**config.mk**
```make
export PLATFORM = sky130hd
export DESIGN_NAME = sa_write_channel
export DESIGN_NICKNAME = d
export VERILOG_FILES = /design/src/rtl/sa_write_channel.sv
export SDC_FILE = /design/constraint.sdc
export NUM_CORES = 1
export LEC_CHECK = 0
export CORE_AREA = 3 3 106 108
export CTS_BUF_LIST = sky130_fd_sc_hd__clkbuf_8
export DETAILED_ROUTE_END_ITERATION = 8
export DIE_AREA = 0 0 109 111
export PLACE_DENSITY_LB_ADDON = 0.3
export SLEW_MARGIN = 0
export SYNTH_ARGS = -nofsm -noshare
export SYNTH_HDL_FRONTEND = slang
export SYNTH_SLANG_ARGS = --single-unit
export TNS_END_PERCENT = 20
```
**constraint.sdc**
```tcl
create_clock -name ACLK_i -period 5.9 [get_ports ACLK_i]
set_clock_uncertainty 0.15 [all_clocks]
set_input_delay 1.18 -clock ACLK_i [delete_from_list [all_inputs] [get_ports ACLK_i]]
set_output_delay 1.18 -clock ACLK_i [all_outputs]
set_load 0.1 [all_outputs]
```
**src/rtl/sa_write_channel.sv**
```systemverilog
// sa_write_channel: N-to-1 AXI write-channel arbiter.
// AW is arbitrated round-robin and the grant is locked while the slave stalls.
// Each accepted AW pushes its master index into a W-order FIFO.
// The FIFO head selects which master's W beats reach the slave, and WLAST pops it.
// B responses are steered back by the master index carried in the upper BID bits.
module sa_write_channel #(
    parameter int MST_AMT           = 2,
    parameter int OUTSTANDING_AMT   = 8,
    parameter int DATA_WIDTH        = 32,
    parameter int ADDR_WIDTH        = 32,
    parameter int TRANS_MST_ID_W    = 5,
    parameter int TRANS_BURST_W     = 2,
    parameter int TRANS_DATA_LEN_W  = 3,
    parameter int TRANS_DATA_SIZE_W = 3,
    parameter int TRANS_WR_RESP_W   = 2,
    parameter int MST_ID_W          = $clog2(MST_AMT)
) (
    input  logic                                   ACLK_i,
    input  logic                                   ARESETn_i,
    // dispatcher AW
    input  logic [TRANS_MST_ID_W*MST_AMT-1:0]      dsp_AWID_i,
    input  logic [ADDR_WIDTH*MST_AMT-1:0]          dsp_AWADDR_i,
    input  logic [TRANS_BURST_W*MST_AMT-1:0]       dsp_AWBURST_i,
    input  logic [TRANS_DATA_LEN_W*MST_AMT-1:0]    dsp_AWLEN_i,
    input  logic [TRANS_DATA_SIZE_W*MST_AMT-1:0]   dsp_AWSIZE_i,
    input  logic [MST_AMT-1:0]                     dsp_AWVALID_i,
    input  logic [MST_AMT-1:0]                     dsp_AW_outst_full_i,
    output logic [MST_AMT-1:0]                     dsp_AWREADY_o,
    // dispatcher W
    input  logic [DATA_WIDTH*MST_AMT-1:0]          dsp_WDATA_i,
    input  logic [MST_AMT-1:0]                     dsp_WLAST_i,
    input  logic [MST_AMT-1:0]                     dsp_WVALID_i,
    output logic [MST_AMT-1:0]                     dsp_WREADY_o,
    // dispatcher B
    output logic [TRANS_MST_ID_W*MST_AMT-1:0]      dsp_BID_o,
    output logic [TRANS_WR_RESP_W*MST_AMT-1:0]     dsp_BRESP_o,
    output logic [MST_AMT-1:0]                     dsp_BVALID_o,
    input  logic [MST_AMT-1:0]                     dsp_BREADY_i,
    // slave AW
    output logic [TRANS_MST_ID_W+MST_ID_W-1:0]     s_AWID_o,
    output logic [ADDR_WIDTH-1:0]                  s_AWADDR_o,
    output logic [TRANS_BURST_W-1:0]               s_AWBURST_o,
    output logic [TRANS_DATA_LEN_W-1:0]            s_AWLEN_o,
    output logic [TRANS_DATA_SIZE_W-1:0]           s_AWSIZE_o,
    output logic                                   s_AWVALID_o,
    input  logic                                   s_AWREADY_i,
    // slave W
    output logic [DATA_WIDTH-1:0]                  s_WDATA_o,
    output logic                                   s_WLAST_o,
    output logic                                   s_WVALID_o,
    input  logic                                   s_WREADY_i,
    // slave B
    input  logic [TRANS_MST_ID_W+MST_ID_W-1:0]     s_BID_i,
    input  logic [TRANS_WR_RESP_W-1:0]             s_BRESP_i,
    input  logic                                   s_BVALID_i,
    output logic                                   s_BREADY_o
);

    localparam int  EXT_ID_W       = TRANS_MST_ID_W + MST_ID_W;
    localparam int  PTR_W          = $clog2(OUTSTANDING_AMT);
    localparam bool_t_dummy        = 0;
    localparam bit  B_ALL_IN_RANGE = (MST_AMT == (1 << MST_ID_W));

    // Round-robin search starting at ptr; returns {found, index}.
    function automatic logic [MST_ID_W:0] rr_pick(input logic [MST_AMT-1:0]  req,
                                                  input logic [MST_ID_W-1:0] ptr);
        logic                found;
        logic [MST_ID_W-1:0] idx;
        logic [MST_ID_W-1:0] cand;
        found = 1'b0;
        idx   = '0;
        for (int i = 0; i < MST_AMT; i++) begin
            cand = MST_ID_W'((int'(ptr) + i) % MST_AMT);
            if (!found && req[cand]) begin
                found = 1'b1;
                idx   = cand;
            end
        end
        return {found, idx};
    endfunction

    // Per-master views of the flattened payload buses.
    logic [TRANS_MST_ID_W-1:0]    w_awid    [MST_AMT];
    logic [ADDR_WIDTH-1:0]        w_awaddr  [MST_AMT];
    logic [TRANS_BURST_W-1:0]     w_awburst [MST_AMT];
    logic [TRANS_DATA_LEN_W-1:0]  w_awlen   [MST_AMT];
    logic [TRANS_DATA_SIZE_W-1:0] w_awsize  [MST_AMT];
    logic [DATA_WIDTH-1:0]        w_wdata   [MST_AMT];

    for (genvar k = 0; k < MST_AMT; k++) begin : g_unpack
        assign w_awid[k]    = dsp_AWID_i[k*TRANS_MST_ID_W +: TRANS_MST_ID_W];
        assign w_awaddr[k]  = dsp_AWADDR_i[k*ADDR_WIDTH +: ADDR_WIDTH];
        assign w_awburst[k] = dsp_AWBURST_i[k*TRANS_BURST_W +: TRANS_BURST_W];
        assign w_awlen[k]   = dsp_AWLEN_i[k*TRANS_DATA_LEN_W +: TRANS_DATA_LEN_W];
        assign w_awsize[k]  = dsp_AWSIZE_i[k*TRANS_DATA_SIZE_W +: TRANS_DATA_SIZE_W];
        assign w_wdata[k]   = dsp_WDATA_i[k*DATA_WIDTH +: DATA_WIDTH];
    end

    // State
    logic [MST_ID_W-1:0] r_rr_ptr;
    logic                r_lock;
    logic [MST_ID_W-1:0] r_lock_idx;
    logic [MST_ID_W-1:0] r_fifo [OUTSTANDING_AMT];
    logic [PTR_W:0]      r_wr_ptr;
    logic [PTR_W:0]      r_rd_ptr;

    logic [MST_AMT-1:0]  w_req;
    logic [MST_ID_W:0]   w_rr_result;
    logic                w_rr_found;
    logic [MST_ID_W-1:0] w_rr_idx;
    logic [MST_ID_W-1:0] w_grant;
    logic                w_fifo_full;
    logic                w_fifo_empty;
    logic                w_aw_hs;
    logic [MST_ID_W-1:0] w_head;
    logic                w_pop;

    // AW arbitration: a locked grant overrides the round-robin choice.
    assign w_req        = dsp_AWVALID_i & ~dsp_AW_outst_full_i;
    assign w_rr_result  = rr_pick(w_req, r_rr_ptr);
    assign w_rr_found   = w_rr_result[MST_ID_W];
    assign w_rr_idx     = w_rr_result[MST_ID_W-1:0];
    assign w_grant      = r_lock ? r_lock_idx : w_rr_idx;

    assign w_fifo_empty = (r_wr_ptr == r_rd_ptr);
    assign w_fifo_full  = (r_wr_ptr[PTR_W] != r_rd_ptr[PTR_W]) &&
                          (r_wr_ptr[PTR_W-1:0] == r_rd_ptr[PTR_W-1:0]);

    // Full blocks AW regardless of a same-cycle pop, keeping the path free of W timing.
    assign s_AWVALID_o  = ARESETn_i & ~w_fifo_full & (r_lock | w_rr_found);
    assign w_aw_hs      = s_AWVALID_o & s_AWREADY_i;

    assign s_AWID_o     = {w_grant, w_awid[w_grant]};
    assign s_AWADDR_o   = w_awaddr[w_grant];
    assign s_AWBURST_o  = w_awburst[w_grant];
    assign s_AWLEN_o    = w_awlen[w_grant];
    assign s_AWSIZE_o   = w_awsize[w_grant];

    // AW ready is returned only to the granted master.
    always_comb begin
        // NOTE: every always_comb output gets a default first so no path can infer a latch.
        dsp_AWREADY_o          = '0;
        dsp_AWREADY_o[w_grant] = w_aw_hs;
    end

    // W routing from the FIFO head; everything is gated low while the FIFO is empty.
    assign w_head     = r_fifo[r_rd_ptr[PTR_W-1:0]];
    assign s_WVALID_o = ~w_fifo_empty & dsp_WVALID_i[w_head];
    assign s_WDATA_o  = w_fifo_empty ? '0 : w_wdata[w_head];
    assign s_WLAST_o  = ~w_fifo_empty & dsp_WLAST_i[w_head];
    assign w_pop      = s_WVALID_o & s_WREADY_i & s_WLAST_o;

    // W ready is returned only to the head master.
    always_comb begin
        dsp_WREADY_o         = '0;
        dsp_WREADY_o[w_head] = ~w_fifo_empty & s_WREADY_i;
    end

    // B routing by the master index in the upper BID bits.
    logic [MST_ID_W-1:0] w_b_mst;
    logic                w_b_in_range;

    assign w_b_mst = s_BID_i[EXT_ID_W-1:TRANS_MST_ID_W];

    if (B_ALL_IN_RANGE) begin : g_b_full_range
        assign w_b_in_range = 1'b1;
    end else begin : g_b_part_range
        assign w_b_in_range = (w_b_mst < MST_ID_W'(MST_AMT));
    end

    assign dsp_BID_o   = {MST_AMT{s_BID_i[TRANS_MST_ID_W-1:0]}};
    assign dsp_BRESP_o = {MST_AMT{s_BRESP_i}};

    // Steer BVALID to the addressed master; out-of-range responses are drained.
    always_comb begin
        dsp_BVALID_o = '0;
        s_BREADY_o   = 1'b1;
        if (w_b_in_range) begin
            dsp_BVALID_o[w_b_mst] = s_BVALID_i;
            s_BREADY_o            = dsp_BREADY_i[w_b_mst];
        end
    end

    // Grant lock while stalled and round-robin pointer advance on handshake.
    always_ff @(posedge ACLK_i or negedge ARESETn_i) begin
        if (!ARESETn_i) begin
            // NOTE: sequential state uses non-blocking assignments so every flop samples pre-edge values.
            r_lock     <= 1'b0;
            r_lock_idx <= '0;
            r_rr_ptr   <= '0;
        end else if (w_aw_hs) begin
            r_lock   <= 1'b0;
            r_rr_ptr <= (w_grant == MST_ID_W'(MST_AMT - 1)) ? '0 : w_grant + 1'b1;
        end else if (s_AWVALID_o) begin
            r_lock     <= 1'b1;
            r_lock_idx <= w_grant;
        end
    end

    // W-order FIFO pointers; push on AW handshake, pop on the last W beat.
    always_ff @(posedge ACLK_i or negedge ARESETn_i) begin
        if (!ARESETn_i) begin
            r_wr_ptr <= '0;
            r_rd_ptr <= '0;
        end else begin
            if (w_aw_hs) r_wr_ptr <= r_wr_ptr + (PTR_W+1)'(1);
            if (w_pop)   r_rd_ptr <= r_rd_ptr + (PTR_W+1)'(1);
        end
    end

    // W-order FIFO storage.
    // NOTE: the storage array has no reset; the pointers alone define which entries are valid.
    always_ff @(posedge ACLK_i) begin
        if (w_aw_hs) r_fifo[r_wr_ptr[PTR_W-1:0]] <= w_grant;
    end

endmodule

```
**Run 1: selected gate families**

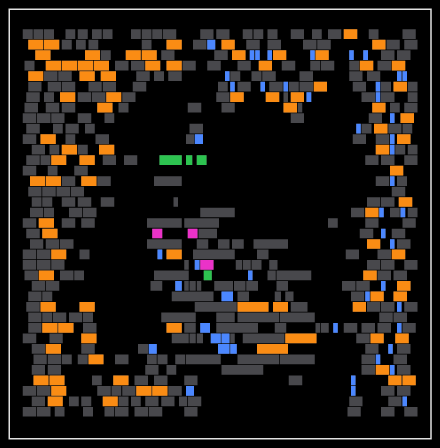
multiplexers: in orange, cells 87, most used mux2_2, where all over the die. AND-OR and OR-AND gates: in magenta, cells 3. inverting AOI/OAI gates: in green, cells 4. NOR gates: in blue, cells 49, most used nor2_1.
count of placed standard cells in the final layout, fillers left out: 596
fraction of standard cell area in multi-input logic: 31.5%
most numerous logic cell after layout: sky130_fd_sc_hd__clkdlybuf4s50_1

**Run 1: the clock network**

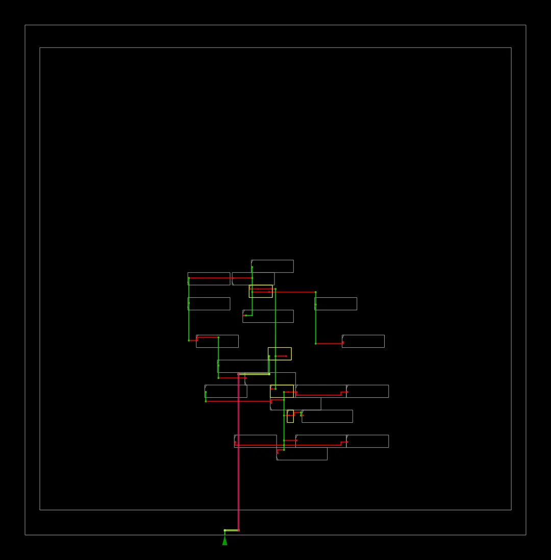
number of CTS-inserted buffers: 3

**Run 1: sequential cells grouped by signal name**

Other sequential cells in the stronger grey, the rest of the logic in the fainter grey.
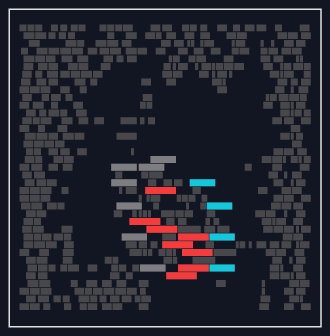
r_fifo: in red, sequential cells 8, where bottom centre. r_rd_ptr: in cyan, sequential cells 4.
Another 7 sequential cells are not coloured.
final standard cell utilization of the core: 44.9%
Register Area: 515 um^2

==> reports/README.md, run 1 <==
| Stage | Parameter | Reported |
| --- | --- | --- |
| place | Instance area after placement | 0.00459 mm^2 |
| final layout | Share of cell area taken by flip-flops and latches | 11.1% |
| cts | CTS clock-pin slew for the worst setup and hold paths | 0.07 ns |
| timing | Worst slew pin tran | 0.984 ns |
| place | Setup Slack @ Placement | 1.07 ns |
| setup path | Buffers and inverters on the worst path | 3 |
| drt | Detailed Route WL | 9550 um |
| grt | Maximum number of pins on one net before global-route repair | 35 |
| timing | Number of hold violations in the final report | 0 |
| setup path | Highest fanout seen on the critical path | 27 |
| synth | Total nets after synthesis | 406 |
| setup path | Critical Path Slowest Stage Cell | sky130_fd_sc_hd__o21ai_4 |
| setup path | Worst r2r dst | r_rd_ptr[1] |
| drt | Per-cell via count in the routed design | 4.39 |
| place | IO buf count | 257 |
| synth | Post-synth design cell area | 0.00216 mm^2 |
| final layout | Final-stage net count | 640 |
| synth | Cells after synthesis | 227 |
| drt | Number of detailed-routing iterations run before antenna repair | 4 |
| setup path | Worst Path Required | 4.57 ns |
| setup path | FF-to-FF setup slack | 2.61 ns |
| floorplan | Die Span X | 109 um |
| drt | WL met2 | 5060 um |
| setup path | Critical Path Start Type | input pin |
| final layout | Multi-input logic cell count | 174 |
| setup path | Critical path endpoint category | output pin |
| setup path | CP top delay family | buffers and inverters |
| hold path | Classification of the worst-slack hold path | register to register |
| outcome | Status | completed |
| setup path | Worst endpoint data arrival time | 3.45 ns |
| hold path | Hold Startpoint | r_rr_ptr |
| synth | Multiplexer share of the synthesized area | 44.4% |
| final layout | Area growth from synthesis to layout | 115% |
| synth | Post-Synth XOR/XNOR Area | 4.47% |
| drt | Met1 layer wirelength in the final routing | 2790 um |
| setup path | Category of the critical setup timing path | input pin to output pin |
| setup path | End of the critical path | s_AWADDR_o[1] |
| synth | Synth async-reset ratio | 57.9% |
**Run 1: PDN straps and rails**

Pins as bars on the die edge.
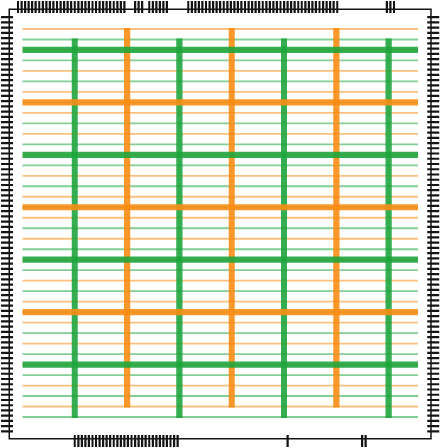

--- run 2 (diff from run 1) ---
- CORE_AREA: 3 3 106 108 -> 3 3 108 110
- DIE_AREA: 0 0 109 111 -> 0 0 111 113
- clock period: 5.9 -> 4.3 ns (I/O delays scaled with it)
**Run 2: PDN straps and rails**

Pins as bars on the die edge.
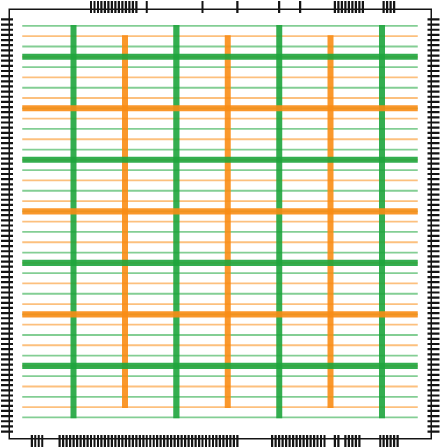
VSS: in green. VDD: in orange.
7 straps on met5. 279 signal pins sit on the boundary. The core has 38 rows. 7 straps on met4.
area of the placeable core: 0.0108 mm^2
Die Span X: 111 um

==> reports/README.md, run 2 <==
| Stage | Parameter | Reported |
| --- | --- | --- |
| outcome | Status | completed |
| final layout | Share of cell area taken by flip-flops and latches | 9.86% |
| grt | Via count of the first global-routing pass | 2,859 |
| final layout | Register Area | 515 um^2 |
| place | IO buf count | 257 |
| cts | CTS clock-pin slew for the worst setup and hold paths | 0.07 ns |
| place | Setup Slack @ Placement | 0.476 ns |
| synth | Number of standard cells reported by yosys | 227 |
| hold path | Classification of the worst-slack hold path | register to register |
| cts | Worst-case clock buffer depth | 2 |
| setup path | Worst r2r dst | r_rd_ptr[1] |
| hold path | Hold Startpoint | r_wr_ptr[3] |
| final layout | Area growth from synthesis to layout | 142% |
| final layout | Final standard cell utilization of the core | 48.5% |
| synth | Synth async-reset ratio | 57.9% |
| timing | Number of hold violations in the final report | 0 |
| setup path | Critical Path Start Type | input pin |
| hold path | Worst hold endpoint | r_wr_ptr[3] |
| final layout | Count of plain and timing-repair buffers | 262 |
| cts | Clock root buffer master | sky130_fd_sc_hd__clkbuf_8 |
| cts | Total number of clock tree sinks | 19 |
| synth | Post-Synth XOR/XNOR Area | 4.47% |
| drt | Number of detailed-routing iterations run before antenna repair | 4 |
| final layout | Multi-input logic cell count | 174 |
| setup path | CP top delay family | buffers and inverters |
| setup path | Category of the critical setup timing path | input pin to output pin |
| drt | Per-cell via count in the routed design | 4.35 |
| setup path | Worst endpoint data arrival time | 2.80 ns |
| setup path | Critical path endpoint category | output pin |
| setup path | Worst Path Required | 3.29 ns |
| setup path | FF-to-FF setup slack | 1.43 ns |
| synth | Cells after synthesis | 227 |
| synth | Total nets after synthesis | 406 |
| synth | Multiplexer share of the synthesized area | 44.4% |
| setup path | Buffers and inverters on the worst path | 3 |
| setup path | Highest fanout seen on the critical path | 55 |
| timing | Worst slew pin tran | 0.703 ns |
| drt | Detailed Route WL | 10,600 um |
| final layout | Final-stage net count | 640 |
| floorplan | Row Count | 38 |
| cts | Number of CTS-inserted buffers | 3 |
| synth | Post-synth design cell area | 0.00216 mm^2 |
| place | Instance area after placement | 0.00518 mm^2 |
| grt | Maximum number of pins on one net before global-route repair | 56 |
| final layout | Most numerous logic cell after layout | sky130_fd_sc_hd__clkdlybuf4s50_1 |
| grt | Met1 Track Usage GR | 14.0% |
| drt | WL met2 | 6080 um |
**Run 2: selected gate families**

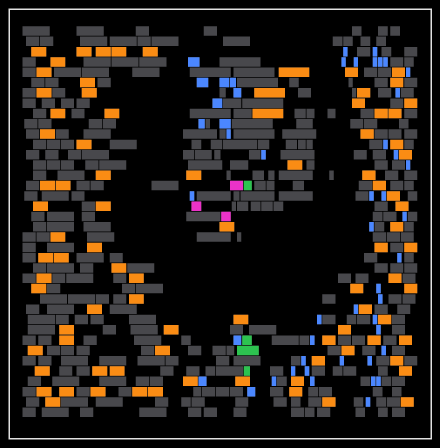
fraction of standard cell area in multi-input logic: 27.9%
count of placed standard cells in the final layout, fillers left out: 600

--- run 3 (diff from run 2) ---
- SKIP_LAST_GASP: not set -> 1
**Run 3: PDN straps and rails**

Pins as bars on the die edge.
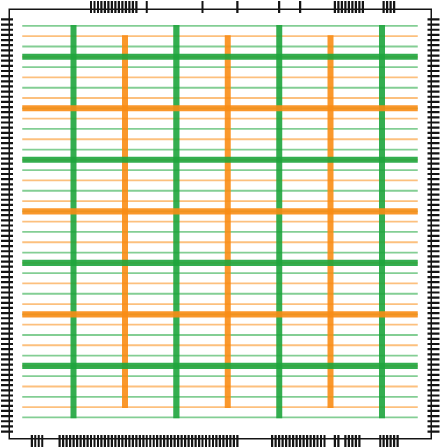
VDD: in orange. VSS: in green.
7 straps on met4. 7 straps on met5. 279 signal pins sit on the boundary.
Die H: 113 um

**Run 3: the clock network**

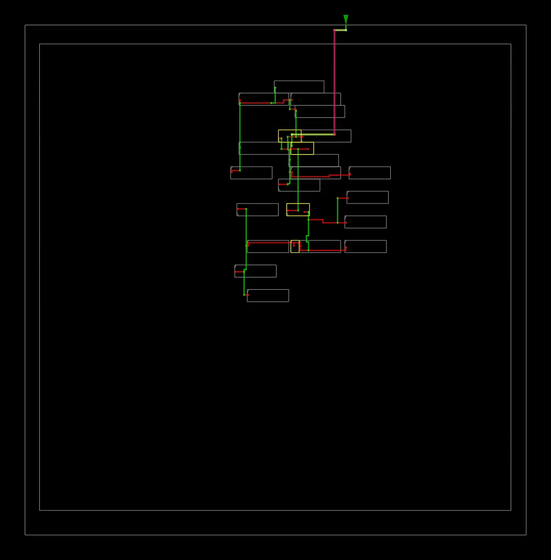
total number of clock tree sinks: 19

==> reports/README.md, run 3 <==
| Stage | Parameter | Reported |
| --- | --- | --- |
| outcome | Status | completed |
| final layout | Layout non-clock buf frac | 57.9% |
| drt | WL met2 | 6080 um |
| floorplan | Die Span X | 111 um |
| timing | Number of hold violations in the final report | 0 |
| setup path | End of the critical path | s_AWID_o[1] |
| setup path | Critical Path Slowest Stage Cell | sky130_fd_sc_hd__clkdlybuf4s50_1 |
| drt | Detailed Route WL | 10,600 um |
| final layout | Multi-input logic cell count | 174 |
| setup path | Critical Path Start Type | input pin |
| setup path | Worst endpoint data arrival time | 2.80 ns |
| drt | Number of detailed-routing iterations run before antenna repair | 4 |
| final layout | Number of clock buffers in the layout | 3 |
| setup path | Category of the critical setup timing path | input pin to output pin |
| place | Instance area after placement | 0.00518 mm^2 |
| synth | Post-synth design cell area | 0.00216 mm^2 |
| drt | Per-cell via count in the routed design | 4.35 |
| synth | Total nets after synthesis | 406 |
| timing | Remaining max-slew budget at the tightest pin | 52.9% |
| setup path | CP top delay family | buffers and inverters |
| synth | Cells after synthesis | 227 |
| floorplan | Row Count | 38 |
| setup path | Critical path endpoint category | output pin |
| final layout | Final standard cell utilization of the core | 48.5% |
| final layout | Area growth from synthesis to layout | 142% |
| setup path | Highest fanout seen on the critical path | 55 |
| final layout | Final-stage net count | 640 |
| place | Setup Slack @ Placement | 0.476 ns |
| place | IO buf count | 257 |
| setup path | FF-to-FF setup slack | 1.43 ns |
| cts | Number of CTS-inserted buffers | 3 |
| hold path | Hold Startpoint | r_wr_ptr[3] |
| floorplan | Area of the placeable core | 0.0108 mm^2 |
| synth | Number of standard cells reported by yosys | 227 |
| final layout | Count of plain and timing-repair buffers | 262 |
| grt | Via count of the first global-routing pass | 2,859 |
| setup path | Worst r2r dst | r_rd_ptr[1] |
| final layout | Count of placed standard cells in the final layout, fillers left out | 600 |
| grt | Maximum number of pins on one net before global-route repair | 56 |
| grt | Met1 Track Usage GR | 14.0% |
| synth | Multiplexer share of the synthesized area | 44.4% |
| synth | Top_reg_cell synth | sky130_fd_sc_hd__dfrtp_1 |
| setup path | Buffers and inverters on the worst path | 3 |
| final layout | Fraction of standard cell area in multi-input logic | 27.9% |
| drt | Met1 layer wirelength in the final routing | 3340 um |
| final layout | Most numerous logic cell after layout | sky130_fd_sc_hd__clkdlybuf4s50_1 |
| final layout | Register Area | 515 um^2 |
